File: src/rtl/acc_alu_sequencer.sv
// acc_alu_sequencer
//   Command-side initiator for the 4-bit combinational ALU. It owns the
//   accumulator, takes (op, operand) commands, issues ALU operations with
//   a = acc and b = operand, writes the ALU result back into acc and
//   returns it on a response handshake.
//
// Ports
//   clk, rst_n             clock, synchronous active-low reset
//   cmd_valid/cmd_ready    command handshake (ready only in IDLE)
//   cmd_op, cmd_operand    0-7 ALU select, 8 LOAD, 9 CLEAR, 10-15 illegal
//   alu_a, alu_b, alu_sel  registered drive to the ALU
//   alu_out                ALU result
//   rsp_valid/rsp_ready    response handshake (valid only in RESP)
//   rsp_acc, rsp_err       accumulator after the command, rejection flag
//   acc                    live accumulator
//   op_count               successful-command counter (wraps)
module acc_alu_sequencer #(
    parameter int         WIDTH    = 4,
    parameter int         CNT_W    = 8,
    parameter logic [3:0] PARK_SEL = 4'hF
) (
    input  logic             clk,
    input  logic             rst_n,
    input  logic             cmd_valid,
    output logic             cmd_ready,
    input  logic [3:0]       cmd_op,
    input  logic [WIDTH-1:0] cmd_operand,
    output logic [WIDTH-1:0] alu_a,
    output logic [WIDTH-1:0] alu_b,
    output logic [3:0]       alu_sel,
    input  logic [WIDTH-1:0] alu_out,
    output logic             rsp_valid,
    input  logic             rsp_ready,
    output logic [WIDTH-1:0] rsp_acc,
    output logic             rsp_err,
    output logic [WIDTH-1:0] acc,
    output logic [CNT_W-1:0] op_count
);

    typedef enum logic [1:0] {IDLE, SETUP, EXEC, RESP} state_t;

    state_t     state;
    logic [2:0] op_q;   // only the ALU select bits matter after decode

    // Handshake flags are pure decodes of the state register.
    assign cmd_ready = (state == IDLE);
    assign rsp_valid = (state == RESP);

    always_ff @(posedge clk) begin
        if (!rst_n) begin
            state    <= IDLE;
            acc      <= '0;
            op_count <= '0;
            rsp_err  <= 1'b0;
            rsp_acc  <= '0;
            alu_a    <= '0;
            alu_b    <= '0;
            alu_sel  <= PARK_SEL;
            op_q     <= '0;
        end else begin
            case (state)
                IDLE: begin
                    if (cmd_valid) begin
                        op_q <= cmd_op[2:0];
                        if (!cmd_op[3]) begin
                            if (cmd_op[2:0] == 3'd3 && cmd_operand == '0) begin
                                // divide by zero: rejected without touching the ALU
                                rsp_err <= 1'b1;
                                rsp_acc <= acc;
                                state   <= RESP;
                            end else begin
                                // alu_b doubles as the latched operand; it is
                                // only written for real ALU issues so the ALU
                                // ports otherwise hold their last values.
                                alu_a <= acc;
                                alu_b <= cmd_operand;
                                state <= SETUP;
                            end
                        end else if (cmd_op == 4'd8) begin
                            acc     <= cmd_operand;
                            rsp_acc <= cmd_operand;
                            rsp_err <= 1'b0;
                            state   <= RESP;
                        end else if (cmd_op == 4'd9) begin
                            acc     <= '0;
                            rsp_acc <= '0;
                            rsp_err <= 1'b0;
                            state   <= RESP;
                        end else begin
                            rsp_err <= 1'b1;
                            rsp_acc <= acc;
                            state   <= RESP;
                        end
                    end
                end
                SETUP: begin
                    // Select stays parked this cycle so the move to the real
                    // op in EXEC is always a select change, which is what
                    // makes the ALU re-evaluate (even for a repeated op).
                    alu_sel <= {1'b0, op_q};
                    state   <= EXEC;
                end
                EXEC: begin
                    acc     <= alu_out;
                    rsp_acc <= alu_out;
                    rsp_err <= 1'b0;
                    alu_sel <= PARK_SEL;
                    state   <= RESP;
                end
                RESP: begin
                    if (rsp_ready) begin
                        if (!rsp_err) op_count <= op_count + 1'b1;
                        state <= IDLE;
                    end
                end
                default: state <= IDLE;
            endcase
        end
    end

endmodule

File: config.mk
export PLATFORM = sky130hd
export DESIGN_NAME = acc_alu_sequencer
export DESIGN_NICKNAME = d
export VERILOG_FILES = /design/src/rtl/acc_alu_sequencer.sv
export SDC_FILE = /design/constraint.sdc
export NUM_CORES = 1
export LEC_CHECK = 0
export CAP_MARGIN = 10
export CELL_PAD_IN_SITES_DETAIL_PLACEMENT = 1
export CELL_PAD_IN_SITES_GLOBAL_PLACEMENT = 1
export CORE_MARGIN = 2
export CORE_UTILIZATION = 35
export DETAILED_ROUTE_END_ITERATION = 8
export PLACE_DENSITY_LB_ADDON = 0.1
export SLEW_MARGIN = 20
export SYNTH_ARGS = -nofsm -noshare
export SYNTH_HDL_FRONTEND = slang
export SYNTH_SLANG_ARGS = --single-unit
File: constraint.sdc
create_clock -name clk -period 1.7 [get_ports clk]
set_input_delay 0.255 -clock clk [delete_from_list [all_inputs] [get_ports clk]]
set_output_delay 0.255 -clock clk [all_outputs]
set_load 0.02 [all_outputs]
==> results.tsv, run 1 <==
metric	value	unit
vias_per_cell	5.12	
period_needed	1600	ps
ir_drop	0.000679	V
antenna_left	0	
post_dp_cell_area	0.00226	sq mm
path_depth	1	
p_total	2.99	mW
ys_ff	34	
yosysWarnings	0	
grt.total_usage	0.185	
cts_tree	yes	
syn_area	0.00165	sq mm
drive_gt1_frac	0.155	
r2r_start	state[1]	
compound_area_frac	0.164	
grt_pass1_wl	7480	um
drt_first_iter_violations	68	
post-place-ws	-232	ps
numCtsBuffers	5	
logic_family	simple AND/OR/NAND/NOR gates	
logic_area	896	sq um
cap_violations	0	
place_inst	289	
top_cell_area_share	0.413	
synth_cells	180	
die_x	72.6	um
ys_cells	180	
core	0.00444	sq mm
syn_nets	201	
ctsResizeCount	2	
inv_count	4	
largest-register	op_count	
avgSynthCellArea	9.15	sq um
ys_types	39	
synth_seq_share	0.413	
synth-edff-count	0	
relSlewSlack	0.772	
dp_hpwl	3370	um
rrSetupSlack	160	ps
layout_setup_ws	96.9	ps
ff_count	34	
drc	0	
cp_cell_sequence	clkdlybuf4s50_1	
largest_register_ff_count	8	
die_area	0.00527	sq mm
hold_end	op_q[1]	
die_h	72.6	um
post_cts_buffers	0	
fillers	523	
fa_ha_area_frac	0.0380	
yosysTopAreaCell	dfxtp_1	
place_congestion	0.757	
rows	24	
r2r_end	rsp_acc[0]	
endpoint	op_count[3]	
synth_top_cell_by_count	dfxtp_1	
syn_to_final_growth	44.3	%
nClkBuffers	8	
ctsHoldBuffers	0	
p_int	1.93	mW
critPathMaxFanout	7	
busiest_layer	met2	
period_used_share	0.943	
bufAreaShareNonClock	0.257	
htreeDepth	2	
outcome	finished clean	
powerDensity	1260	mW/mm^2
cp.required	1440	ps
hold_depth	3	
timing.hold.ws	365	ps
synthXorXnorAreaFrac	0.0319	
wl_met2	2170	um
grt_overflow	0	
switching_share	0.354	
wl_met1	2040	um
leakage	0.929	nW
log.warning_count	29	
use_met2	0.310	
grt_pass1_vias	1558	
p_clk_frac	0.235	
diodes	0	
**Run 1: port wiring**

(6 px per um)
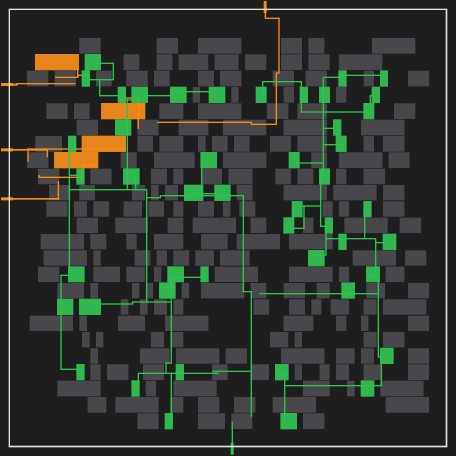
[green] rst_n | bits: 1 | direction: input | edge: south | end cells: 47 | wire: 447 um
[orange] rsp_acc | bits: 4 | direction: output | edge: 3 west, 1 north | end cells: 4 | wire: 118 um
I/O Pins: 47
port bufs: 46

**Run 1: signal wires by layer**

(4 px per um)
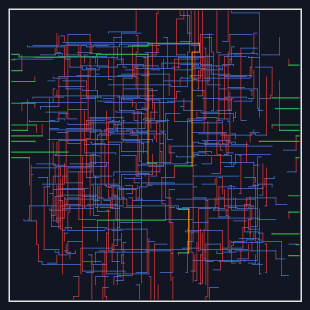
[blue] met1 | wire length: 2040 um
[green] met3 | wire length: 192 um
[orange] met4 | wire length: 70.5 um
[red] met2 | wire length: 2170 um
DR WL/cell: 15.1 um
final WL: 4480 um

**Run 1: logic cells by family**

(4 px per um)
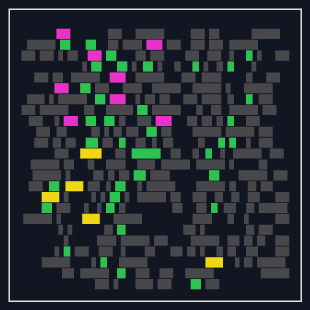
[magenta] multiplexers | cells: 8
[yellow] adder and majority cells | cells: 5 | most used: ha_1
[green] inverting AOI/OAI gates | cells: 36 | most used: o21ai_0
multi-input combinational area share: 0.377
most frequent logic cell in the layout: clkdlybuf4s50_1
Layout Cells excl Fill: 297

--- run 2 (diff from run 1) ---
--- a/config.mk
+++ b/config.mk
@@ -10,6 +10,8 @@
 export CELL_PAD_IN_SITES_GLOBAL_PLACEMENT = 1
 export CORE_MARGIN = 2
 export CORE_UTILIZATION = 35
+export CTS_CLUSTER_DIAMETER = 60
+export CTS_CLUSTER_SIZE = 12
 export DETAILED_ROUTE_END_ITERATION = 8
 export PLACE_DENSITY_LB_ADDON = 0.1
 export SLEW_MARGIN = 20
**Run 2: clock routing**

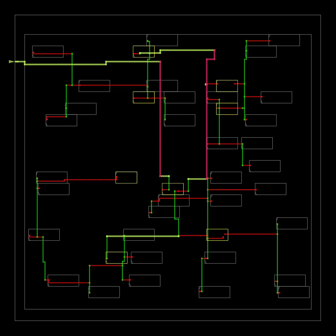
Num CTS Buffers: 5
Late-Pin Clk Latency: 290 ps
clk sinks: 34
clock buffers: 8

**Run 2: where the registers sit**

(4 px per um)
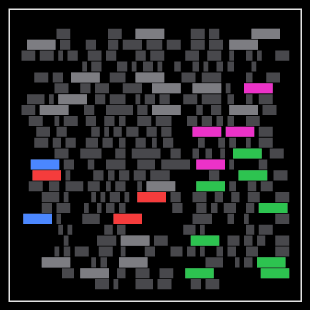
[green] op_count | placed flops: 8
[blue] state | placed flops: 2
[red] op_q | placed flops: 3
[magenta] alu_b | placed flops: 4 | where: east
Seq area share: 0.286
storage element area: 681 sq um

==> results.tsv, run 2 <==
metric	value	unit
ys_cells	180	
switching_share	0.354	
wl_met2	2170	um
hold_depth	3	
die_area	0.00527	sq mm
lay_top_count	clkdlybuf4s50_1	
htreeDepth	2	
largest-register	op_count	
post-place-ws	-232	ps
place_inst	289	
antenna_left	0	
io_pins	47	
wl_met1	2040	um
path_depth	1	
dp_hpwl	3370	um
post_dp_cell_area	0.00226	sq mm
post_cts_buffers	0	
r2r_end	rsp_acc[0]	
cap_violations	0	
drt_first_iter_violations	68	
p_clk_frac	0.235	
outcome	finished clean	
yosysWarnings	0	
top_cell_area_share	0.413	
ys_types	39	
finalWirelength	4480	um
synthXorXnorAreaFrac	0.0319	
wl_per_cell	15.1	um
grt_pass1_wl	7480	um
die_h	72.6	um
logic_area	896	sq um
cts_tree	yes	
r2r_start	state[1]	
compound_area_frac	0.164	
ir_drop	0.000679	V
layout_setup_ws	96.9	ps
rows	24	
die_x	72.6	um
leakage	0.929	nW
io_buffers	46	
fin_cells	297	
largest_register_ff_count	8	
period_used_share	0.943	
fa_ha_area_frac	0.0380	
powerDensity	1260	mW/mm^2
syn_to_final_growth	44.3	%
avgSynthCellArea	9.15	sq um
yosysTopAreaCell	dfxtp_1	
ys_ff	34	
diodes	0	
cp.required	1440	ps
drive_gt1_frac	0.155	
log.warning_count	29	
syn_nets	201	
synth-edff-count	0	
cp_cell_sequence	clkdlybuf4s50_1	
relSlewSlack	0.772	
syn_area	0.00165	sq mm
synth_cells	180	
p_total	2.99	mW
period_needed	1600	ps
drc	0	
timing.hold.ws	365	ps
inv_count	4	
synth_top_cell_by_count	dfxtp_1	
vias_per_cell	5.12	
endpoint	op_count[3]	
bufAreaShareNonClock	0.257	
hold_end	op_q[1]	
grt.total_usage	0.185	
comb_area_frac	0.377	
critPathMaxFanout	7	
largestClassByArea	multi-input combinational cells	
--- run 3 (diff from run 2) ---
--- a/config.mk
+++ b/config.mk
@@ -10,7 +10,7 @@
 export CELL_PAD_IN_SITES_GLOBAL_PLACEMENT = 1
 export CORE_MARGIN = 2
 export CORE_UTILIZATION = 35
-export CTS_CLUSTER_DIAMETER = 60
+export CTS_CLUSTER_DIAMETER = 120
 export CTS_CLUSTER_SIZE = 12
 export DETAILED_ROUTE_END_ITERATION = 8
 export PLACE_DENSITY_LB_ADDON = 0.1
**Run 3: where the registers sit**

(4 px per um)
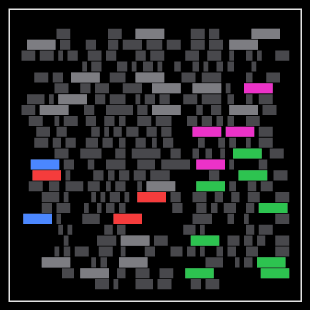
[magenta] alu_b | placed flops: 4 | where: east
[blue] state | placed flops: 2
[red] op_q | placed flops: 3
[green] op_count | placed flops: 8
not coloured: 17
total sequential power: 1.02 mW
Util after Layout: 0.535

**Run 3: port wiring**

(6 px per um)
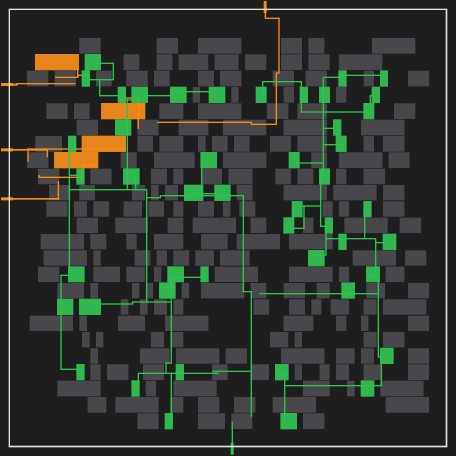
[green] rst_n | bits: 1 | direction: input | edge: south | end cells: 47 | wire: 447 um
[orange] rsp_acc | bits: 4 | direction: output | edge: 3 west, 1 north | end cells: 4 | wire: 118 um

==> results.tsv, run 3 <==
metric	value	unit
ys_ff	34	
switching_share	0.354	
drc	0	
critPathMaxFanout	7	
ir_drop	0.000679	V
ctsResizeCount	2	
ff_count	34	
syn_area	0.00165	sq mm
synth-edff-count	0	
timing.hold.ws	365	ps
io_pins	47	
nClkBuffers	8	
rows	24	
yosysWarnings	0	
wl_per_cell	15.1	um
htreeDepth	2	
period_needed	1600	ps
yosysTopAreaCell	dfxtp_1	
busiest_layer	met2	
wl_met1	2040	um
cts_sinks	34	
grt_pass1_wl	7480	um
synth_cells	180	
place_inst	289	
post_cts_buffers	0	
r2r_start	state[1]	
numCtsBuffers	5	
outcome	finished clean	
logic_family	simple AND/OR/NAND/NOR gates	
layout_setup_ws	96.9	ps
largest-register	op_count	
avgSynthCellArea	9.15	sq um
largest_register_ff_count	8	
p_total	2.99	mW
path_depth	1	
cp_cell_sequence	clkdlybuf4s50_1	
vias_per_cell	5.12	
synthXorXnorAreaFrac	0.0319	
log.warning_count	29	
fillers	523	
finalWirelength	4480	um
synth_seq_share	0.413	
No activity file was given, so power comes from the tool's default toggle rates.
